===== src/rtl/fast_control_sched.sv =====
// fast_control_sched: clk_bx fast-control word generator (orbit/BCR, spaced L1A queue, sticky commands, Hamming(8,4) link encoding).
// Define FC_CMD_COUNTERS_EN to add saturating per-bit issue counters on cmd_count.
module fast_control_sched #(
    parameter int NIBBLES = 2,
    parameter int NUM_CMD = 3,
    parameter int L1A_QDEPTH = 8,
    parameter logic [NUM_CMD-1:0] DEFER_MASK = 'b110
) (
    input  logic                   clk_bx,
    input  logic                   reset_n,
    input  logic [11:0]            orb_length,
    input  logic                   bcr_enable,
    input  logic [7:0]             l1a_min_gap,
    input  logic [NUM_CMD-1:0]     cmd_req,
    input  logic [4*NIBBLES-1:0]   aux_bits,
    output logic [4*NIBBLES-1:0]   fc_word,
    output logic [8*NIBBLES-1:0]   fc_stream_enc,
    output logic [11:0]            bx_counter,
    output logic [7:0]             l1a_pending,
    output logic                   l1a_overflow
`ifdef FC_CMD_COUNTERS_EN
   ,output logic [32*(NUM_CMD+1)-1:0] cmd_count
`endif
);
    localparam int W = 4 * NIBBLES;
    localparam int NP = NUM_CMD > 1 ? NUM_CMD : 2;
    localparam logic [7:0] QMAX = 8'(L1A_QDEPTH);

    function automatic logic [7:0] hamming84_enc(input logic [3:0] d);
        logic [6:0] c;
        c = {d[3], d[2], d[1], d[1] ^ d[2] ^ d[3], d[0], d[0] ^ d[2] ^ d[3], d[0] ^ d[1] ^ d[3]};
        return {^c, c};
    endfunction

    logic [12:0]   bx_inc;
    logic          bx_wrap;
    logic          bcr;
    logic          l1a_issue;
    logic [7:0]    gap_eff;
    logic [7:0]    since_l1a;
    logic [NP-1:1] cmd_pend;
    logic [NP-1:1] cmd_issue;
    logic [W-1:0]  word_next;
    logic [2*W-1:0] enc_next;

    assign bx_inc = {1'b0, bx_counter} + 13'd1;
    assign bx_wrap = orb_length == '0 ? bx_counter == 12'hfff : bx_inc >= {1'b0, orb_length};
    assign bcr = bx_counter == '0 && bcr_enable;
    assign gap_eff = l1a_min_gap == '0 ? 8'd1 : l1a_min_gap;
    // since_l1a is 0 only until the first issue after reset, which therefore ignores spacing
    assign l1a_issue = l1a_pending != '0 && (since_l1a == '0 || since_l1a >= gap_eff);

    always_comb begin
        cmd_issue = '0;
        enc_next = '0;
        word_next = aux_bits;
        word_next[0] = bcr;
        word_next[1] = l1a_issue;
        for (int k = 1; k < NUM_CMD; k++) begin
            cmd_issue[k] = cmd_pend[k] && !(DEFER_MASK[k] && bcr);
            word_next[k+1] = cmd_issue[k];
        end
        for (int n = 0; n < NIBBLES; n++)
            enc_next[8*n +: 8] = hamming84_enc(fc_word[4*n +: 4]);
    end

    always_ff @(posedge clk_bx) begin
        if (!reset_n) begin
            bx_counter <= '0;
            fc_word <= '0;
            fc_stream_enc <= '0;
            l1a_pending <= '0;
            l1a_overflow <= 1'b0;
            since_l1a <= '0;
            cmd_pend <= '0;
        end else begin
            bx_counter <= bx_wrap ? '0 : bx_inc[11:0];
            fc_word <= word_next;
            fc_stream_enc <= enc_next;
            if (cmd_req[0] && !l1a_issue) begin
                if (l1a_pending == QMAX)
                    l1a_overflow <= 1'b1;
                else
                    l1a_pending <= l1a_pending + 8'd1;
            end else if (l1a_issue && !cmd_req[0]) begin
                l1a_pending <= l1a_pending - 8'd1;
            end
            since_l1a <= l1a_issue ? 8'd1 : (since_l1a == '0 || since_l1a == 8'hff) ? since_l1a : since_l1a + 8'd1;
            for (int k = 1; k < NUM_CMD; k++)
                cmd_pend[k] <= cmd_req[k] || (cmd_pend[k] && !cmd_issue[k]);
        end
    end

`ifdef FC_CMD_COUNTERS_EN
    always_ff @(posedge clk_bx) begin
        for (int j = 0; j <= NUM_CMD; j++)
            if (!reset_n)
                cmd_count[32*j +: 32] <= '0;
            else if (word_next[j] && cmd_count[32*j +: 32] != '1)
                cmd_count[32*j +: 32] <= cmd_count[32*j +: 32] + 32'd1;
    end
`endif

endmodule

===== config.mk =====
export PLATFORM = sky130hd
export DESIGN_NAME = fast_control_sched
export DESIGN_NICKNAME = d
export VERILOG_FILES = /design/src/rtl/fast_control_sched.sv
export SDC_FILE = /design/constraint.sdc
export NUM_CORES = 1
export LEC_CHECK = 0
export CAP_MARGIN = 20
export CORE_ASPECT_RATIO = 1.4
export CORE_MARGIN = 4
export CORE_UTILIZATION = 24
export CTS_CLUSTER_SIZE = 14
export DETAILED_ROUTE_END_ITERATION = 8
export PLACE_DENSITY = 0.47
export SLEW_MARGIN = 30
export SYNTH_ARGS = -nofsm -noshare
export SYNTH_HDL_FRONTEND = slang
export SYNTH_SLANG_ARGS = --single-unit

===== constraint.sdc =====
create_clock -name clk_bx -period 6.7 [get_ports clk_bx]
set_clock_uncertainty 0.15 [all_clocks]
set_input_delay 1.34 -clock clk_bx [delete_from_list [all_inputs] [get_ports clk_bx]]
set_output_delay 1.34 -clock clk_bx [all_outputs]
set_load 0.02 [all_outputs]

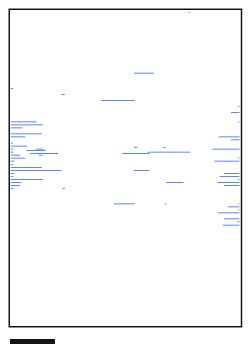
**Above:** run 1 (signal wires on met3).
Bar = 20 um.
wire length on this layer: 339 um
share of all routed wire: 4.2%
main direction: horizontal
nets with wire on the layer: 51
longest straight run: 22.3 um
DRT Wirelength: 8024 um
via count of the routed design: 2,579
met3 usage in global routing: 2.312%

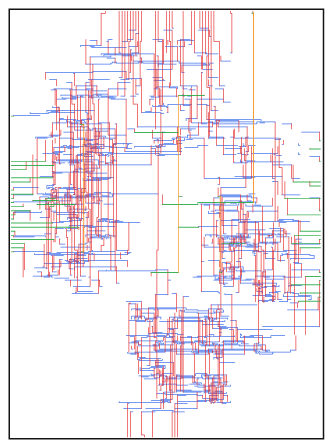
**Above:** run 1 (signal wires by layer).
legend:
  M1:
    colour: blue
    wire_length: 3,520 um
  M4:
    colour: orange
    wire_length: 188 um
  M3:
    colour: green
    wire_length: 339 um
  M2:
    colour: red
    wire_length: 3,980 um
routed length per instance: 14.20 um
Total GRT Usage: 11.19%

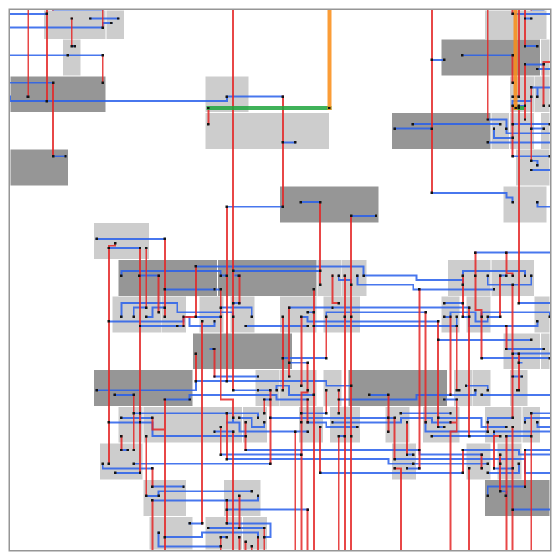
**Above:** run 1 (a small window of the routed layout).
Window x 32 to 72, y 22 to 62 um. Cells in grey, sequential cells in the stronger grey; small squares are vias.
legend:
  M3:
    colour: green
  M2:
    colour: red
  M1:
    colour: blue
  M4:
    colour: orange
sequential cells in the window: 11
most frequent: dfxtp_1 (11), a21oi_1 (10), nand3_1 (6)
netlist names of flops here include: `l1a_pending` (7), `bx_counter` (2), `since_l1a` (2)
cells with their middle in the window: 63

==> GITHUB_STEP_SUMMARY, run 1 <==
## Synthesis and layout report

| Metric | Value |
|---|---|
| Top sig layer | met4 |
| Xor/xnor cell area share of the yosys netlist | 9.459% |
| Switch Pwr | 488.8 uW |
| Number of hold-slack violations in the final timing report | 0 |
| Library cell used as clock root buffer | clkbuf_16 |
| Flip-flops with a built-in enable | 0 |
| Max-cap violations | 0 |
| Category of the critical setup timing path | primary input to flip-flop |
| Fraction of the core area covered by cells at the end of the flow | 32.53% |
| Total number of nets in the final design | 479 |
| Clock slew at reported path FFs | 0.07 ns |
| Most instantiated logic cell after routing | clkdlybuf4s50_1 |
| Result of the run | completed |
| FF-to-FF End | l1a_pending[7] |
| Detailed router's first-iteration violation count | 86 |
| Log Warnings | 32 |
| Flop share of the area | 27.23% |
| Maximum number of pins on one net before global-route repair | 25 |
| Synthesis-to-finish area growth | 32.35% |
| Commonest cells post-synth | 55 x dfxtp_1, 34 x nor2_1, 30 x ha_1, 30 x inv_1 |
| Final setup TNS | 0 ns |
| Crit. Startpoint | l1a_min_gap[6] |
| Top cells by area | dfxtp_1 36%, ha_1 12%, xor2_1 4.9%, xnor2_1 4.6%, nor2_1 4.2% |
| Post-cts hold-fix buffer tally | 0 |
| Storage cell area | 1101 um2 |
| Largest Pwr Group | combinational cells |
| AND/OR/NAND/NOR Cells, Area Fraction | 21.87% |
| Count of input and output buffers | 74 |
| Power of the sequential group | 419 uW |
| Largest delay contributor family on the critical path | AND-OR/OR-AND gates |
| R2r startpoint | since_l1a[0] |
| Fmax | 0.1946 GHz |
| Worst setup slack for register-to-register paths | 2.85 ns |
| Inverter count of the layout excluding clock inverters | 30 |
| Repair and plain buffers | 74 |
| Mux share | 0.3276% |
| WHS | 0.3304 ns |
| Adder-cell share of the synthesized area | 12.94% |
| Number of post-CTS setup repair buffers | 0 |
| Bufs on Longest Clock Path | 2 |
| Data required time of the critical path | 6.73 ns |
| Pins Over Slew Limit | 0 |
| Instance count on the critical path | 16 |
| Least-Margin Pin Slew | 0.9221 ns |
| Worst Path Max Fanout | 7 |
| CP Capture Point | l1a_pending[7] |
| Chip Area, Yosys | 3055 um2 |
| Area post-placement | 3897 um2 |
| Non-filler cells in the finished layout | 565 |
| Hold-critical path depth | 2 |
| Most instantiated library cell after synthesis | dfxtp_1 |
| Detailed placer's ending HPWL | 6180 um |
| Flop and latch count out of synthesis | 55 |
| Leftover overflow at the end of global routing | 0 |
| Core outline area | 12,430 um2 |
| Most used flip-flop cell after synthesis | dfxtp_1 |
| Fraction of area in multi-input gates | 43.41% |
| RSZ-0062 raised after global routing | no |
| Placed instance count | 557 |
| DRC violations left | 0 |
| Type of element launching the critical path | primary input |
| Clock buffer count from CTS | 5 |
| Cell Rows | 48 |
| Multi-input gate area | 1755 um2 |
| Sum of met3 wire segment lengths after detailed routing | 338 um |
| Number of tap cells added at floorplan | 150 |
| Aoi share | 12.86% |
| Maximum cell stage delay along the critical path | 0.42 ns |
| Fraction of registers with async set/reset | 0% |
| Multi-input comb cells | 248 |
| Number of H-tree levels | 2 |
| Cell type taking the most area | multi-input combinational cells |
| Chip Footprint | 14,630 um2 |
| Number of distinct library cell variants in the gate-level netlist after synthesis | 49 |
| Data arrival at the endpoint of the critical path | 5.17 ns |
| Max FFs per register | 16 |
| Cell count in the Yosys report | 346 |
**Run 1: clock network drawn from the DEF**

Bar = 20 um.
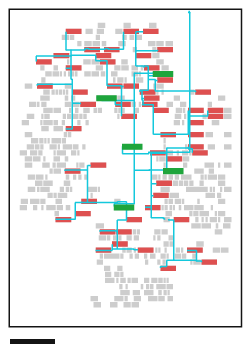

==> run 2: changes to the inputs <==
--- a/config.mk
+++ b/config.mk
@@ -11,7 +11,7 @@
 export CORE_UTILIZATION = 24
 export CTS_CLUSTER_SIZE = 14
 export DETAILED_ROUTE_END_ITERATION = 8
-export PLACE_DENSITY = 0.47
+export PLACE_DENSITY = 0.49
 export SLEW_MARGIN = 30
 export SYNTH_ARGS = -nofsm -noshare
 export SYNTH_HDL_FRONTEND = slang
==> constraint.sdc (replaced) <==
create_clock -name clk_bx -period 4.3 [get_ports clk_bx]
set_clock_uncertainty 0.15 [all_clocks]
set_input_delay 0.86 -clock clk_bx [delete_from_list [all_inputs] [get_ports clk_bx]]
set_output_delay 0.86 -clock clk_bx [all_outputs]
set_load 0.02 [all_outputs]
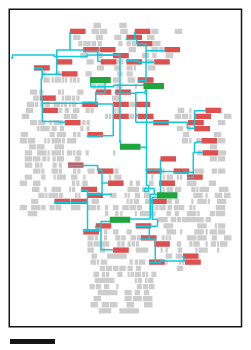
**Above:** run 2 (clock network drawn from the DEF).
Bar = 20 um.
legend:
  flip-flops:
    colour: red
    count: 55
  clock-net drivers:
    colour: green
    count: 5
  clock wires:
    colour: cyan
    length: 793 um
routed clock nets: 6

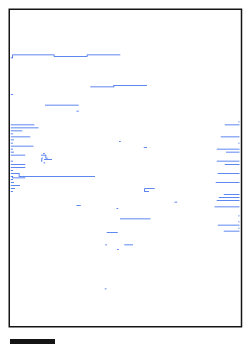
**Above:** run 2 (signal wires on met3).
Bar = 20 um.
main direction: horizontal
nets with wire on the layer: 54

==> run 2 against run 1 <==
Effect of this change:
- sequential power increased by 58%
- setup slack got worse by 1.4 ns
- flip-flop count unchanged
- die size unchanged
- final area increased by 8.3%
- global-route usage increased by 0.25 points
- register-to-register slack got worse by 2.0 ns
- via count increased by 5.0%
- first-iteration DRC count decreased by 3.5%
- synthesized area unchanged
- critical path depth increased by 1
- largest cell class unchanged
==> GITHUB_STEP_SUMMARY, run 2 <==
## Synthesis and layout report

| Metric | Value |
|---|---|
| Result of the run | completed |
| Flop share of the area | 25.14% (-2.1 points) |
| Detailed placer's ending HPWL | 6207 um (+0.44%) |
| Bufs on Longest Clock Path | 2 (unchanged) |
| Storage cell area | 1101 um2 (unchanged) |
| Category of the critical setup timing path | primary input to flip-flop |
| Fmax | 0.2416 GHz |
| Count of input and output buffers | 74 (unchanged) |
| FF-to-FF End | l1a_pending[7] |
| WHS | 0.3306 ns (+0.0002410 ns) |
| Synthesis-to-finish area growth | 43.33% |
| Least-Margin Pin Slew | 0.7749 ns (-0.1472 ns) |
| Inverter count of the layout excluding clock inverters | 30 (unchanged) |
| Mux share | 0.3276% (unchanged) |
| CP Capture Point | l1a_pending[7] |
| Most instantiated logic cell after routing | clkdlybuf4s50_1 |
| Top sig layer | met4 |
| Cell Rows | 48 (unchanged) |
| Cell count in the Yosys report | 346 (unchanged) |
| Final setup TNS | 0 ns (unchanged) |
| Placed instance count | 581 (+4.3%) |
| Number of hold-slack violations in the final timing report | 0 (unchanged) |
| Non-filler cells in the finished layout | 592 (+4.8%) |
| Maximum cell stage delay along the critical path | 0.46 ns (+0.04 ns) |
| Pins Over Slew Limit | 0 (unchanged) |
| Most used flip-flop cell after synthesis | dfxtp_1 |
| Adder-cell share of the synthesized area | 12.94% (unchanged) |
| Repair and plain buffers | 101 (+36%) |
| Sum of met3 wire segment lengths after detailed routing | 380 um (+12%) |
| Power of the sequential group | 661 uW (+58%) |
| Most instantiated library cell after synthesis | dfxtp_1 |
| Hold-critical path depth | 2 (unchanged) |
| Multi-input gate area | 1873 um2 (+6.7%) |
| Commonest cells post-synth | 55 x dfxtp_1, 34 x nor2_1, 30 x ha_1, 30 x inv_1 |
| Number of tap cells added at floorplan | 150 (unchanged) |
| Chip Footprint | 14,630 um2 (unchanged) |
| Max FFs per register | 16 (unchanged) |
| Flop and latch count out of synthesis | 55 (unchanged) |
| Chip Area, Yosys | 3055 um2 (unchanged) |
| Area post-placement | 4078 um2 (+4.6%) |
| Largest Pwr Group | combinational cells |
| Top cells by area | dfxtp_1 36%, ha_1 12%, xor2_1 4.9%, xnor2_1 4.6%, nor2_1 4.2% |
| Fraction of the core area covered by cells at the end of the flow | 35.23% (+2.7 points) |
| Max-cap violations | 0 (unchanged) |
| Data arrival at the endpoint of the critical path | 4.17 ns (-1.00 ns) |
| Maximum number of pins on one net before global-route repair | 25 (unchanged) |
| Clock slew at reported path FFs | 0.07 ns (about the same) |
| Multi-input comb cells | 248 (unchanged) |
| Instance count on the critical path | 17 (+1) |
| Core outline area | 12,430 um2 (unchanged) |
**Run 2: signal wires by layer**

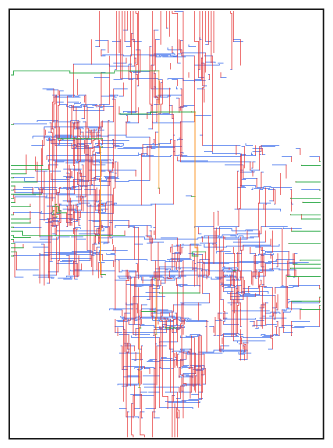

==> run 3: changes to the inputs <==
--- a/config.mk
+++ b/config.mk
@@ -5,13 +5,14 @@
 export SDC_FILE = /design/constraint.sdc
 export NUM_CORES = 1
 export LEC_CHECK = 0
+export ABC_AREA = 1
 export CAP_MARGIN = 20
 export CORE_ASPECT_RATIO = 1.4
 export CORE_MARGIN = 4
 export CORE_UTILIZATION = 24
 export CTS_CLUSTER_SIZE = 14
 export DETAILED_ROUTE_END_ITERATION = 8
-export PLACE_DENSITY = 0.49
+export PLACE_DENSITY = 0.48
 export SLEW_MARGIN = 30
 export SYNTH_ARGS = -nofsm -noshare
 export SYNTH_HDL_FRONTEND = slang
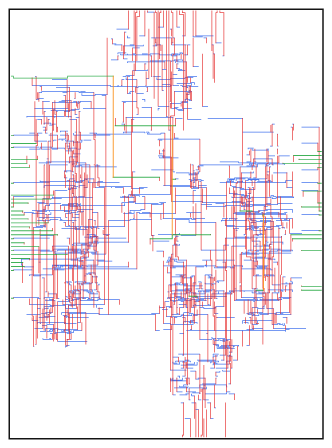
**Above:** run 3 (signal wires by layer).
legend:
  M4:
    colour: orange
    wire_length: 97.9 um
  M2:
    colour: red
    wire_length: 4,380 um
  M3:
    colour: green
    wire_length: 374 um
  M1:
    colour: blue
    wire_length: 3,290 um
routed length per instance: 11.41 um
via count of the routed design: 2,952
Total GRT Usage: 10.51%
DRT Wirelength: 8145 um

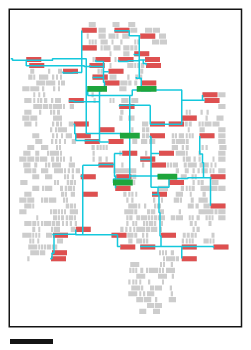
**Above:** run 3 (clock network drawn from the DEF).
Bar = 20 um.
clock latency on the worst-skew pair: 0.29 ns
Clk pwr share: 23.8%
Clk. pwr: 471 uW

==> run 3 against run 2 <==
Effect of this change:
- synthesized cell count rose by 34%
- via count rose by 9.0%
- wire length increased by 0.72%
- register-to-register slack improved by 0.45 ns
- power shrank 14%
- utilization is 2.8 points lower
- sequential share of layout area increased by 0.10 points
- largest power group unchanged
==> GITHUB_STEP_SUMMARY, run 3 <==
## Synthesis and layout report

| Metric | Value |
|---|---|
| Combinational Power Share | 43.6% |
| Number of tap cells added at floorplan | 182 (+21%) |
| Most instantiated logic cell after routing | nand2_1 |
| CP Capture Point | l1a_pending[7] |
| Placed instance count | 706 (+22%) |
| Result of the run | completed |
| Final setup TNS | 0 ns (unchanged) |
| Total number of nets in the final design | 596 |
| Critical path buffer and inverter count | 2 |
| Die height | 146.8 um |
| Flop share of the area | 25.24% (+0.10 points) |
| Count of input and output buffers | 74 (unchanged) |
| Fmax | 0.2561 GHz (+6.0%) |
| Number of global-route vias before repair | 2,963 |
| Power of the sequential group | 643 uW (-3%) |
| Floorplan Nets | 527 |
| Yosys warning total | 0 |
| Top cells by area | dfxtp_1 33%, ha_1 11%, nand2_1 11%, inv_1 9.2%, nor2_1 5.0% |
| Non-filler cells in the finished layout | 714 (+21%) |
| Mux share | 0% (-0.33 points) |
| Hold-critical path depth | 2 (unchanged) |
| Max FFs per register | 16 (unchanged) |
| Data arrival at the endpoint of the critical path | 3.94 ns (-0.23 ns) |
| Data required time of the critical path | 4.33 ns |
| Syn Inst Count | 462 |
| Chip Area, Yosys | 3302 um2 (+8.1%) |
| Tally of filler cells in the layout | 1,474 |
| WHS | 0.2943 ns (-0.03626 ns) |
| Clock slew at reported path FFs | 0.07 ns (about the same) |
| Comb group | 861 uW |
| Synthesis-to-finish area growth | 32.10% |
| Detailed placer's ending HPWL | 6661 um (+7.3%) |
| Instance count on the critical path | 23 (+6) |
| Critical path's most frequent cell | nand2_1 |
| Storage cell area | 1101 um2 (unchanged) |
| Avg Inst Size Synth | 7.147 um2 |
| Adder-cell share of the synthesized area | 11.97% (-0.97 points) |
| FF-to-FF End | l1a_pending[7] |
| Largest Pwr Group | combinational cells |
| Cell count in the Yosys report | 462 (+34%) |
| Maximum cell stage delay along the critical path | 0.42 ns (-0.04 ns) |
| Max-cap violations | 0 (unchanged) |
| Least-Margin Pin Slew | 0.7161 ns (-0.05880 ns) |
| Number of hold-slack violations in the final timing report | 0 (unchanged) |
| Number of distinct library cell variants in the gate-level netlist after synthesis | 30 |
| Most instantiated library cell after synthesis | nand2_1 |
| Flip-flops with a built-in enable | 0 |
| Area post-placement | 4188 um2 (+2.7%) |
| Commonest cells post-synth | 96 x nand2_1, 81 x inv_1, 55 x dfxtp_1 |
| Relative slew slack | 52.11% |
| Number of antenna violations at the first check in global routing | 0 |
| Category of the critical setup timing path | primary input to flip-flop |
| Fraction of the core area covered by cells at the end of the flow | 32.43% (-2.8 points) |
| Pins Over Slew Limit | 0 (unchanged) |
| AND/OR/NAND/NOR Cells, Area Fraction | 28.38% |
| Chip Footprint | 15,730 um2 (+7.5%) |
| Top sig layer | met4 |
| Bufs on Longest Clock Path | 2 (unchanged) |
| Fraction of power consumed by sequential logic | 32.6% |
| Commonest cells after routing, fill and taps aside | 96 x nand2_1, 81 x inv_1, 74 x clkdlybuf4s50_1, 55 x dfxtp_1, 44 x nor2_1 |
| Clock buf/inv share | 3.987% |
| Crit end category | flip-flop |
| Xor/xnor cell area share of the yosys netlist | 5.836% |
| Post-cts hold-fix buffer tally | 0 |
| Most used routing layer in global routing | met2 |
| Core outline area | 13,450 um2 (+8.2%) |
| Most used flip-flop cell after synthesis | dfxtp_1 |
| Multi-input comb cells | 302 (+22%) |
| Flop and latch count out of synthesis | 55 (unchanged) |
| Multi-input gate area | 1758 um2 (-6.1%) |
| Repair and plain buffers | 77 (-24%) |
| Sum of met3 wire segment lengths after detailed routing | 374 um (-1.6%) |
| Maximum number of pins on one net before global-route repair | 21 (-16%) |
| Inverter count of the layout excluding clock inverters | 90 (+200%) |
| Number of post-CTS setup repair buffers | 0 |
| Cell Rows | 50 (+4.2%) |
| Clock Sink Count | 55 |
| Library cell used as clock root buffer | clkbuf_16 |

==> layout pictures side by side <==
Cell placement.
image #1
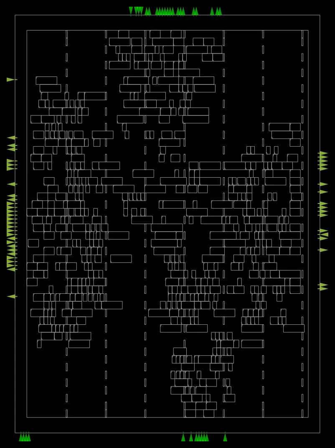
image #2
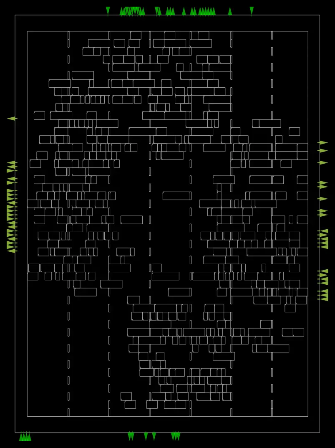
image #2: run 1
image #1: run 3

Power and IR drop assume default switching activity.
